File: src/rtl/matmul4x4_sequencer_pkg.sv
// Shared types and constants for the 4x4 complex matrix-multiply sequencer.
// Includes the FSM state encoding, index width, and the result-tag record.
package matmul4x4_sequencer_pkg;

  localparam int IDX_W       = 2;
  localparam int MAC_LAT_MAX = 8;
  localparam int NUM_OUTPUTS = 16;
  localparam int NUM_ISSUES  = NUM_OUTPUTS * (1 << IDX_W);

  typedef enum logic [2:0] {
    S_IDLE,
    S_LOAD,
    S_ISSUE,
    S_DRAIN,
    S_DONE
  } state_t;

  typedef struct packed {
    logic             valid;
    logic [IDX_W-1:0] row;
    logic [IDX_W-1:0] col;
  } tag_t;

endpackage

File: src/rtl/matmul4x4_sequencer_tag_delay.sv
// Fixed-depth shift register that carries result tags alongside the MAC pipeline.
// The tag emerges in step with the accumulated value it describes.
module matmul_tag_delay
  import matmul4x4_sequencer_pkg::*;
#(
  parameter int Depth = 3
) (
  input  logic CLK,
  input  logic reset,
  input  tag_t tag_in,
  output tag_t tag_out
);

  tag_t stages [Depth];

  // NOTE: every stage is cleared on reset so no stale write can leak out after an abort.
  always_ff @(posedge CLK) begin
    if (reset) begin
      for (int i = 0; i < Depth; i++) stages[i] <= '0;
    end else begin
      stages[0] <= tag_in;
      for (int i = 1; i < Depth; i++) stages[i] <= stages[i-1];
    end
  end

  assign tag_out = stages[Depth-1];

endmodule

File: src/rtl/matmul4x4_sequencer.sv
// Control FSM for the 4x4 complex matrix multiplier.
// Loads the operands, walks (row, col, k) through one MAC, and tags finished elements.
module matmul4x4_sequencer
  import matmul4x4_sequencer_pkg::*;
#(
  parameter int MacLatency = 3,
  parameter int N          = 4
) (
  input  logic             CLK,
  input  logic             reset,
  input  logic             Start,
  input  logic             Stall,
  output logic             LoadEnable,
  output logic [IDX_W-1:0] Row,
  output logic [IDX_W-1:0] Col,
  output logic [IDX_W-1:0] K,
  output logic             MacValid,
  output logic             MacClear,
  output logic             ResultWrite,
  output logic [IDX_W-1:0] ResultRow,
  output logic [IDX_W-1:0] ResultCol,
  output logic             Busy,
  output logic             Done
);

  localparam int ISSUE_W = 3 * IDX_W;
  localparam int DRAIN_W = $clog2(MAC_LAT_MAX + 1);
  localparam logic [ISSUE_W-1:0] LAST_ISSUE = ISSUE_W'(NUM_ISSUES - 1);
  localparam logic [IDX_W-1:0]   LAST_K     = IDX_W'(N - 1);
  localparam logic [DRAIN_W-1:0] LAST_DRAIN = DRAIN_W'(MacLatency - 1);

  state_t             state;
  state_t             state_next;
  logic [ISSUE_W-1:0] issue_idx;
  logic [DRAIN_W-1:0] drain_cnt;
  logic               issue_fire;
  tag_t               tag_in;
  tag_t               tag_out;

  // One flat counter: k occupies the low bits so it runs innermost, then col, then row.
  assign {Row, Col, K} = issue_idx;
  assign issue_fire    = (state == S_ISSUE) && !Stall;

  // NOTE: sequential state uses non-blocking assignments so every register samples pre-edge values.
  always_ff @(posedge CLK) begin
    if (reset) state <= S_IDLE;
    else       state <= state_next;
  end

  // NOTE: the default assignment first keeps this block purely combinational.
  always_comb begin
    state_next = state;
    case (state)
      S_IDLE:  if (Start) state_next = S_LOAD;
      S_LOAD:  state_next = S_ISSUE;
      S_ISSUE: if (issue_fire && (issue_idx == LAST_ISSUE)) state_next = S_DRAIN;
      S_DRAIN: if (drain_cnt == LAST_DRAIN) state_next = S_DONE;
      S_DONE:  state_next = S_IDLE;
      default: state_next = S_IDLE;
    endcase
  end

  always_ff @(posedge CLK) begin
    if (reset) begin
      issue_idx <= '0;
      drain_cnt <= '0;
    end else begin
      if (issue_fire) issue_idx <= issue_idx + ISSUE_W'(1);
      drain_cnt <= (state == S_DRAIN) ? drain_cnt + DRAIN_W'(1) : '0;
    end
  end

  always_comb begin
    LoadEnable = 1'b0;
    MacValid   = 1'b0;
    MacClear   = 1'b0;
    Busy       = 1'b0;
    Done       = 1'b0;
    case (state)
      S_LOAD: begin
        LoadEnable = 1'b1;
        Busy       = 1'b1;
      end
      S_ISSUE: begin
        Busy     = 1'b1;
        MacValid = issue_fire;
        MacClear = issue_fire && (K == '0);
      end
      S_DRAIN: Busy = 1'b1;
      S_DONE: begin
        Busy = 1'b1;
        Done = 1'b1;
      end
      default: ;
    endcase
  end

  // Stalled cycles push bubbles, so writes stay aligned with the free-running MAC.
  assign tag_in = {issue_fire && (K == LAST_K), Row, Col};

  matmul_tag_delay #(.Depth(MacLatency)) u_tag_delay (
    .CLK     (CLK),
    .reset   (reset),
    .tag_in  (tag_in),
    .tag_out (tag_out)
  );

  assign ResultWrite = tag_out.valid;
  assign ResultRow   = tag_out.row;
  assign ResultCol   = tag_out.col;

endmodule

File: config.mk
export PLATFORM = sky130hd
export DESIGN_NAME = matmul4x4_sequencer
export DESIGN_NICKNAME = d
export VERILOG_FILES = /design/src/rtl/matmul4x4_sequencer_pkg.sv /design/src/rtl/matmul4x4_sequencer_tag_delay.sv /design/src/rtl/matmul4x4_sequencer.sv
export SDC_FILE = /design/constraint.sdc
export NUM_CORES = 1
export LEC_CHECK = 0
export ABC_CLOCK_PERIOD_IN_PS = 3500
export CAP_MARGIN = 15
export CORE_MARGIN = 1.5
export CORE_UTILIZATION = 40
export CTS_CLUSTER_SIZE = 25
export DETAILED_ROUTE_END_ITERATION = 8
export PLACE_DENSITY = 0.7
export SKIP_LAST_GASP = 1
export SLEW_MARGIN = 40
export SYNTH_ARGS = -nofsm -noshare
export SYNTH_HDL_FRONTEND = slang
export SYNTH_SLANG_ARGS = --single-unit
File: constraint.sdc
create_clock -name CLK -period 3.5 [get_ports CLK]
set_input_delay 0.7 -clock CLK [delete_from_list [all_inputs] [get_ports CLK]]
set_output_delay 0.7 -clock CLK [all_outputs]
set_load 0.01 [all_outputs]
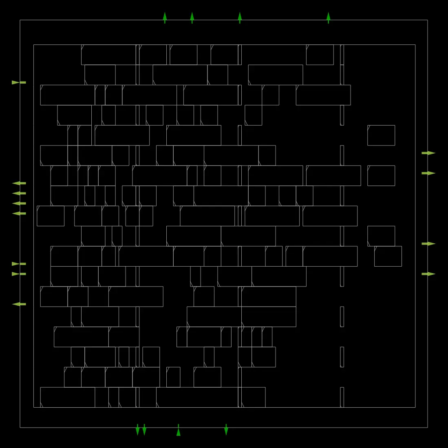
(cell outlines without signal wires)
number of standard-cell rows in the floorplan: 18
share of the core filled with cells in the final layout: 50.7%

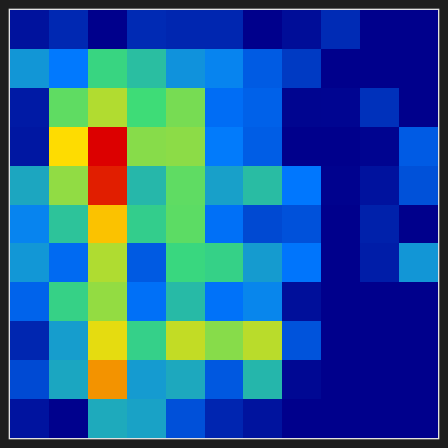
(routed metal per tile)
The die is cut into 11 by 11 equal tiles; dark blue is low, red is high, scaled to the fullest tile. Values are wire area over tile area, all layers added.
- tiles over half the peak: 17%
- mean over tiles: 0.085
- densest ninth of the die: middle left
Wirelength per Cell: 11.1 um
final wirelength: 1.65 mm
via count: 696

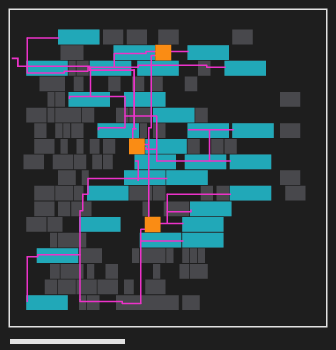
(clock distribution)
Scale bar: 20 um.
- orange: cells driving clock nets (count 3)
- magenta: clock wires (length 316 um)
- cyan: flip-flops (count 28)
- routed clock nets: 4
later-pin clock latency in the skew report: 320 ps
Clk. pwr: 0.210 mW
final clock skew: 2.55 ps
proportion of power drawn by the clock network: 37.1%

==> results.txt <==
Figures from the implementation reports.

- The cell area after synthesis is 1080 um2.
- The number of cells in the yosys synthesis report reads 107.
- 0 antenna diodes ended up in the layout.
- The antenna violation net count after detailed routing reads 0.
- The initial DRC count reads 2.
- Of the cells placed in the final design, the portion with a size suffix greater than 1 is under 10%.
- Yosys attributes the largest share of cell area to dfxtp_1 (52%), nor2b_1 (8.7%), buf_4 (5.5%).
- The share of the final layout cell area in sequential cells is 43.8%.
- The time the worst path needs with I/O delays and setup is between 3000 and 4000 ps.
- The required time at the endpoint of the critical path is 2800 ps.
- After Yosys synthesis, AND-OR and OR-AND compound gates account for 5.20% of the synthesized area.
- The setup TNS is 0 ps.
- STA classifies the critical path startpoint as a primary input.
- The largest registers in the layout are u_tag_delay.stages: 15 flops, issue_idx: 6 flops, drain_cnt: 4 flops.
- The power attributed to sequential cells is 0.326 mW.
- Counting endpoints that fail hold in the final report gives 0.
- The synthesis-stage register bit count reads 28.
- The launch point of the critical path was reported as Stall.
- The type of the worst setup path reads primary input to output port.
- The number of gates on the worst path with buffers counted is 5.
- In the final layout, the fill cell count is 257.
- The most common cell in the synthesized netlist is dfxtp_1.
- The register ranked first by flip-flop count reads u_tag_delay.stages.
- The routability congestion estimate from global placement reads roughly 0.71.
- The via count of the first global-routing pass came to approximately 610.
- The critical path arrival is 2400 ps.
- The worst-path maximum fanout is 7.
- The run finished with clean final reports.
- The final setup violation count reads 0.
- TritonCTS built the clock tree.
- OpenROAD emitted warnings numbering 28.
- The cell with the largest stage delay on the worst path is or4b_4.
- The worst path uses 88.5% of the clock period.
- The cell taking the most area after synthesis is dfxtp_1.
- The core box area reads 2520 um2.
- The actual transition at the worst max-transition pin reads 423 ps.
- Summing the areas of all and, or, nand and nor instances in the mapped netlist gives 23.4% of the synthesized area.
- Per the post-synthesis report, the number of cells in the design is approximately 110.
- The count of H-tree levels built during CTS reads 1.
- The combined flip-flop and latch cell area reads 561 um2.
- The sequential fraction of the synthesis area reads 51.8%.
- After synthesis, the most frequently instantiated cells are dfxtp_1 (28), nor2b_1 (15), nor2_1 (9).
- The number of tapcells reads 30.
- The delay of the slowest cell on the worst path reads 540 ps.
- The clock drives 28 sinks.
- Measured along the x axis, the die boundary spans 55.0 um.
- The clock slew at the register clock pins of the worst setup and hold paths reads 150 ps.
- The total routing usage reported by global routing is 12.3%.
==> metal layers <==
layer | GRT usage, % | routed length (um) | vias to the layer above
li1 | - | - | 371
met1 | 14.0 | 789 | 311
met2 | 21.2 | 782 | 12
met3 | 2.42 | 65 | 2
met4 | 7.32 | 10 | 0
met5 | 0 | 0 | -
==> per-stage QoR <==
stage | setup WS (ps) | cell area, um2 | total power [mW] | cells | util [%]
global route | 363 | 1280 | 0.583 | 149 | 50.7
detailed placement | 398 | 1230 | 0.365 | 145 | 48.8
CTS | 393 | 1280 | 0.573 | 149 | 50.9
floorplan | 1320 | 1080 | 0.349 | 107 | -
finish | 404 | 1280 | 0.567 | 149 | 50.7
global placement | 421 | 1230 | 0.364 | 145 | 48.8
No activity file was given, so power comes from the tool's default toggle rates.
